congestion_map.png
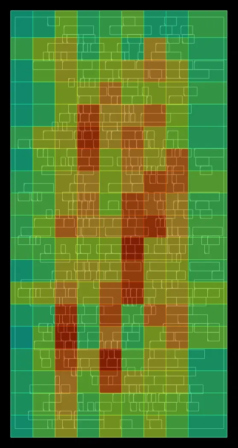
util_map.png
7 x 13 tiles, from dark blue (low) to red (high), 0 to 100% covered.
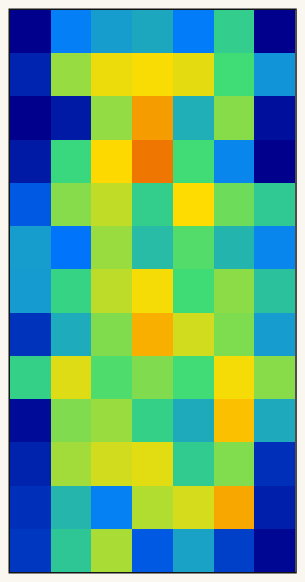
`src/rtl/booth_pkg.sv`:
```
// Shared types and constants for the radix-4 Booth multiplier sequencer.
package booth_pkg;

  typedef enum logic [1:0] {
    IDLE = 2'd0,
    RUN  = 2'd1,
    DONE = 2'd2
  } state_e;

  // Four radix-4 digits cover an 8-bit multiplier; the product is 16 bits wide.
  localparam int unsigned NUM_PP = 4;
  localparam int unsigned PROD_W = 16;

  // Booth triplet codes {b[2i+1], b[2i], b[2i-1]}.
  localparam logic [2:0] TripZeroLo = 3'b000;
  localparam logic [2:0] TripPosA0  = 3'b001;
  localparam logic [2:0] TripPosA1  = 3'b010;
  localparam logic [2:0] TripPos2A  = 3'b011;
  localparam logic [2:0] TripNeg2A  = 3'b100;
  localparam logic [2:0] TripNegA0  = 3'b101;
  localparam logic [2:0] TripNegA1  = 3'b110;
  localparam logic [2:0] TripZeroHi = 3'b111;

endpackage

```
`src/rtl/booth_mult_sequencer_encoder.sv`:
```
// Radix-4 Booth digit encoder: maps one multiplier triplet to a 9-bit partial
// product plus a sign bit that completes the two's-complement negation.
module Booth_Encoder
  import booth_pkg::*;
(
  input  logic [2:0] triplet_i,
  input  logic [7:0] a_i,
  output logic [8:0] pp_o,
  output logic       sign_o
);

  logic [8:0] a_ext;
  logic [8:0] a_dbl;

  assign a_ext = {a_i[7], a_i};
  // 2A still fits 9 signed bits, including 2 * -128 = -256.
  assign a_dbl = {a_i, 1'b0};

  // Negatives are emitted as one's complement; sign_o supplies the +1.
  always_comb begin
    pp_o   = '0;
    sign_o = 1'b0;
    unique case (triplet_i)
      TripZeroLo, TripZeroHi: begin
        pp_o   = '0;
        sign_o = 1'b0;
      end
      TripPosA0, TripPosA1: begin
        pp_o   = a_ext;
        sign_o = 1'b0;
      end
      TripPos2A: begin
        pp_o   = a_dbl;
        sign_o = 1'b0;
      end
      TripNeg2A: begin
        pp_o   = ~a_dbl;
        sign_o = 1'b1;
      end
      TripNegA0, TripNegA1: begin
        pp_o   = ~a_ext;
        sign_o = 1'b1;
      end
      default: begin
        pp_o   = '0;
        sign_o = 1'b0;
      end
    endcase
  end

endmodule

```
`src/rtl/booth_mult_sequencer.sv`:
```
// Sequential signed 8x8 multiplier: one radix-4 Booth digit per cycle over
// four RUN cycles, with a valid/ready handshake on both operands and result.
module booth_mult_sequencer
  import booth_pkg::*;
#(
  parameter int unsigned W = 8
) (
  input  logic              clk,
  input  logic              rst_n,
  input  logic              in_valid,
  output logic              in_ready,
  input  logic [W-1:0]      a,
  input  logic [W-1:0]      b,
  output logic              out_valid,
  input  logic              out_ready,
  output logic [PROD_W-1:0] product,
  output logic              busy
);

  state_e              state_q, state_d;
  logic [1:0]          cnt_q, cnt_d;
  logic [PROD_W-1:0]   acc_q, acc_d;
  logic [W-1:0]        a_reg_q, a_reg_d;
  logic [W+1:0]        b_reg_q, b_reg_d;
  logic [PROD_W-1:0]   product_q, product_d;

  logic [3:0]          trip_idx;
  logic [2:0]          triplet;
  logic [2:0]          shamt;
  logic [8:0]          pp;
  logic                pp_sign;
  logic [PROD_W-1:0]   pp_ext;
  logic [PROD_W-1:0]   acc_sum;

  // b_reg holds {b, 0}, so digit cnt reads bits [2*cnt+2 : 2*cnt].
  assign trip_idx = {1'b0, cnt_q, 1'b0};
  assign triplet  = b_reg_q[trip_idx +: 3];
  assign shamt    = {cnt_q, 1'b0};

  Booth_Encoder u_enc (
    .triplet_i (triplet),
    .a_i       (a_reg_q),
    .pp_o      (pp),
    .sign_o    (pp_sign)
  );

  assign pp_ext  = {{(PROD_W - 9){pp[8]}}, pp};
  assign acc_sum = acc_q + (pp_ext << shamt) + ({{(PROD_W - 1){1'b0}}, pp_sign} << shamt);

  // Next-state logic for the FSM, digit counter, operand and result registers.
  always_comb begin
    state_d   = state_q;
    cnt_d     = cnt_q;
    acc_d     = acc_q;
    a_reg_d   = a_reg_q;
    b_reg_d   = b_reg_q;
    product_d = product_q;
    unique case (state_q)
      IDLE: begin
        if (in_valid) begin
          a_reg_d = a;
          b_reg_d = {b, 1'b0};
          acc_d   = '0;
          cnt_d   = '0;
          state_d = RUN;
        end
      end
      RUN: begin
        acc_d = acc_sum;
        if (cnt_q == 2'(NUM_PP - 1)) begin
          // Counter parks at its last value; it is cleared on the next accept.
          product_d = acc_sum;
          state_d   = DONE;
        end else begin
          cnt_d = cnt_q + 2'd1;
        end
      end
      DONE: begin
        if (out_ready) begin
          state_d = IDLE;
        end
      end
      default: begin
        state_d = IDLE;
      end
    endcase
  end

  // State and datapath registers with asynchronous clear.
  always_ff @(posedge clk or negedge rst_n) begin
    if (!rst_n) begin
      state_q   <= IDLE;
      cnt_q     <= '0;
      acc_q     <= '0;
      a_reg_q   <= '0;
      b_reg_q   <= '0;
      product_q <= '0;
    end else begin
      state_q   <= state_d;
      cnt_q     <= cnt_d;
      acc_q     <= acc_d;
      a_reg_q   <= a_reg_d;
      b_reg_q   <= b_reg_d;
      product_q <= product_d;
    end
  end

  assign in_ready  = (state_q == IDLE);
  assign out_valid = (state_q == DONE);
  assign busy      = (state_q != IDLE);
  assign product   = product_q;

endmodule

```
`config.mk`:
```
export PLATFORM = sky130hd
export DESIGN_NAME = booth_mult_sequencer
export DESIGN_NICKNAME = d
export VERILOG_FILES = /design/src/rtl/booth_pkg.sv /design/src/rtl/booth_mult_sequencer_encoder.sv /design/src/rtl/booth_mult_sequencer.sv
export SDC_FILE = /design/constraint.sdc
export NUM_CORES = 1
export LEC_CHECK = 0
export CORE_ASPECT_RATIO = 2
export CORE_UTILIZATION = 40
export DETAILED_ROUTE_END_ITERATION = 8
export SETUP_SLACK_MARGIN = 0.02
export SLEW_MARGIN = 20
export SYNTH_ARGS = -nofsm -noshare
export SYNTH_HDL_FRONTEND = slang
export SYNTH_SLANG_ARGS = --single-unit
```
`constraint.sdc`:
```
create_clock -name clk -period 5.2 [get_ports clk]
set_input_delay 1.56 -clock clk [delete_from_list [all_inputs] [get_ports clk]]
set_output_delay 1.56 -clock clk [all_outputs]
set_load 0.01 [all_outputs]
```
==> PnR_summary.wiki <==
== Implementation results ==
{| class="wikitable"
! Metric !! Value
|-
| Critical path startpoint category || flip-flop
|-
| Yosys cell count || 344
|-
| Number of I/O port buffers || 38
|-
| Library cell with the highest instance count after synthesis || sky130_fd_sc_hd__dfrtp_1
|-
| Routed wire length per instance || 15.84 um
|-
| Count of nets left with antenna violations after detail routing || 0
|-
| Dpl hpwl || 5922 um
|-
| Number of cell rows || approximately 47
|-
| Number of placed I/O pins || 39
|-
| Horizontal die size || 67.27 um
|-
| Clock tree from TritonCTS || done
|-
| Total number of nets in the final design || 434
|-
| Cts bufs inserted || 5
|-
| Top cell type by total area after synthesis || sky130_fd_sc_hd__dfrtp_1
|-
| Final cell count without fillers || 482
|-
| Worst-path cell with the longest stage delay || sky130_fd_sc_hd__fa_1
|-
| Final hold vios || 0
|-
| CP Cell Sequence || mux2_2 > a21oi_1 > nor2_1 > nand2b_1 > o221ai_1 > mux2i_1 > o22ai_1 > fa_1 > ha_1 > a21oi_1 > nor2b_1 > o31ai_1 > a21oi_1 > o21a_1 > or3_1 > a41o_1
|-
| CTS clk-pin slew, worst paths || 0.07 ns
|-
| Via count || around 2600
|-
| Setup TNS || 0 ns
|-
| Drt total wl || 7636 um
|-
| Post-route standard cell area excluding fillers || 4051 um^2
|-
| Max-slew violation count || 0
|-
| Distinct cells, synth || 52
|-
| Count of buffers added by post-CTS timing repair for setup || 0
|-
| Clock root buffer || sky130_fd_sc_hd__clkbuf_16
|-
| Vertical die dimension || 132.5 um
|-
| Post-detailed-route DRC marker count || 0
|-
| Worst slew pin tran || roughly 0.9 ns
|-
| Number of setup violations in the final report || 0
|-
| Slowest stage delay, CP || 0.47 ns
|-
| Pin count of the biggest net entering global routing || 53
|-
| Clk ins delay skew pair || 0.30 ns
|-
| Number of iterations in the first detailed-routing pass || 5
|-
| Post-synthesis async set-or-reset flop share || 1.000
|-
| Post-synthesis cell count || 344
|-
| Data required time of the worst path || 5.38 ns
|-
| Wire length of the first global-routing pass || 12790 um
|-
| Total die size || about 8900 um^2
|-
| Status || finished clean
|-
| Worst-path fanout max || 6
|-
| Post-synth EDFFs || 0
|-
| Share of synthesized area occupied by flip-flops and latches || 0.3818
|-
| Setup repair after global routing missed its margin || no
|-
| Hold buffers post-CTS || 0
|-
| Achievable Freq || 0.2086 GHz
|-
| Synthesized area per cell || 9.908 um^2
|-
| Top cells by area || sky130_fd_sc_hd__dfrtp_1 38%, sky130_fd_sc_hd__ha_1 9.5%, sky130_fd_sc_hd__mux2_2 7.3%
|-
| Max_cap viols || 0
|-
| Ranking of synthesized cells by instance count || 52 x sky130_fd_sc_hd__dfrtp_1, 45 x sky130_fd_sc_hd__nand2_1, 32 x sky130_fd_sc_hd__o21ai_0
|-
| Post-synthesis chip area from yosys || 3408 um^2
|-
| Kind of path behind the tightest hold check || reg2reg
|-
| Yosys top cell area share || 0.3818
|-
| Overflow after GRT || 0
|-
| Fraction of final layout cells with drive strength greater than 1 || 0.1172
|-
| Cell Area, Placed || 3900 um^2
|-
| Yosys synthesis warning count || 0
|-
| Post-synthesis sequential element count || 52
|-
| Nets at Floorplan || 395
|-
| Final critical delay including setup and external delays || 4.793 ns
|-
| Maximum number of buffers from clock root to sink || 2
|-
| Layout overhead on the synthesized area || 18.87%
|-
| CTS H-tree lvls || 2
|-
| Final hold slack || 0.4858 ns
|-
| Initial DRC Count || 108
|-
| Critical Path AT || 4.97 ns
|-
| Via count of the first global-routing pass || 2763
|-
| Cell Area, Synth || between 3000 and 4000 um^2
|-
| Worst slack at placement || 0.2872 ns
|-
| Fin crit share || 0.9218
|-
| Total placed cells including tap cells || about 470
|-
| Tally of OpenROAD warnings || 26
|-
| Most used DFF post-synth || sky130_fd_sc_hd__dfrtp_1
|-
| Kind of cell adding the most delay to the critical path || AND-OR/OR-AND gates
|-
| Worst setup skew after layout || around 0.0074 ns
|-
| Count of inserted antenna diode cells || 0
|}
## Picture notes: congestion_map.png
busiest grt layer: met2
total global-route track usage: 0.1907
utilization after layout: 0.4886
Global Route met3 Usage: 0.02500
GR Util met2: 0.3639

## Picture notes: util_map.png
emptiest ninth of the die: upper left
mean over tiles: 44%
fullest tile: 87%
tiles over 75% full: 6.6%
nearly empty tiles: 5.5%
Core ar.: 8292 um^2
FP Util: 0.4110

-- placed cells by master, fill, tap and decap left out, types with 3 or more instances in the layout --
cell type,count
sky130_fd_sc_hd__o31ai_1,3
sky130_fd_sc_hd__buf_4,7
sky130_fd_sc_hd__o21a_1,4
sky130_fd_sc_hd__clkdlybuf4s50_1,37
sky130_fd_sc_hd__ha_1,26
sky130_fd_sc_hd__xnor2_1,10
sky130_fd_sc_hd__clkbuf_16,5
sky130_fd_sc_hd__nand3_1,4
sky130_fd_sc_hd__o221ai_1,6
sky130_fd_sc_hd__a21oi_1,13
sky130_fd_sc_hd__dfrtp_1,52
sky130_fd_sc_hd__mux2i_1,6
sky130_fd_sc_hd__xor2_1,6
sky130_fd_sc_hd__or3_1,3
sky130_fd_sc_hd__nor3_1,4
sky130_fd_sc_hd__mux2_2,22
sky130_fd_sc_hd__and2_1,3
sky130_fd_sc_hd__a211oi_1,6
sky130_fd_sc_hd__a22o_1,4
sky130_fd_sc_hd__inv_1,14
sky130_fd_sc_hd__o21ai_0,32
sky130_fd_sc_hd__a21o_1,6
sky130_fd_sc_hd__nand2_1,45
sky130_fd_sc_hd__nand2b_1,6
sky130_fd_sc_hd__nor2b_1,3
sky130_fd_sc_hd__nor2_1,16
sky130_fd_sc_hd__fa_1,5
-- flip-flops by register name, indices dropped and copies added, names as in the netlist --
name	flops
a_reg_q	8
acc_q	16
b_reg_q	8
cnt_q	2
product	16
state_q	2
-- metal layers --
| layer | vias up | wire, um | part of all wire | track usage |
|---|---|---|---|---|
| li1 | 1311 | - | - | - |
| met1 | 1292 | 2946 | 0.39 | 0.1974 |
| met2 | 31 | 4365 | 0.57 | 0.3639 |
| met3 | 10 | 163 | 0.021 | 0.02500 |
| met4 | 0 | 160 | 0.021 | 0.07092 |
| met5 | - | 0 | 0 | 0 |
-- worst paths after layout --
check	startpoint	end	slack [ns]	depth (start not counted)
worst min register to register	product[4]	product[4]	0.49	2
min in group asynchronous	rst_n	product[12]	1.39	2
worst max-delay path	cnt_q[1]	product[10]	0.41	16
max in group asynchronous	rst_n	acc_q[0]	3.37	2
worst min-delay path	product[4]	product[4]	0.49	2
worst max register to register	cnt_q[1]	product[10]	0.41	16
-- repair_timing --
| action | 4_1_cts | 5_1_grt |
|---|---|---|
| endpoints found under the hold margin | 0 | 0 |
| setup endpoints to repair | 0 | 11 |
| gates resized | 0 | 1 |
-- cell families after synthesis --
group,Yosys count,synth area share
adders and majority gates,31,0.1248
and+or+nand+nor,97,0.1377
buffers and inverters,27,0.03267
muxes,30,0.1035
AOI/OAI and AO/OA,90,0.1718
DFF,52,0.3818
xor gates and xnor gates,17,0.04772
-- final cells by class --
type / instances / area [um^2]
Fill cell: 788 / 4240
Multi-Input combinational cell: 265 / 2001
Sequential cell: 52 / 1301
Timing Repair Buffer: 45 / 427.9
Clock buffer: 8 / 146.4
Tap cell: 98 / 122.6
Inverter: 14 / 52.55
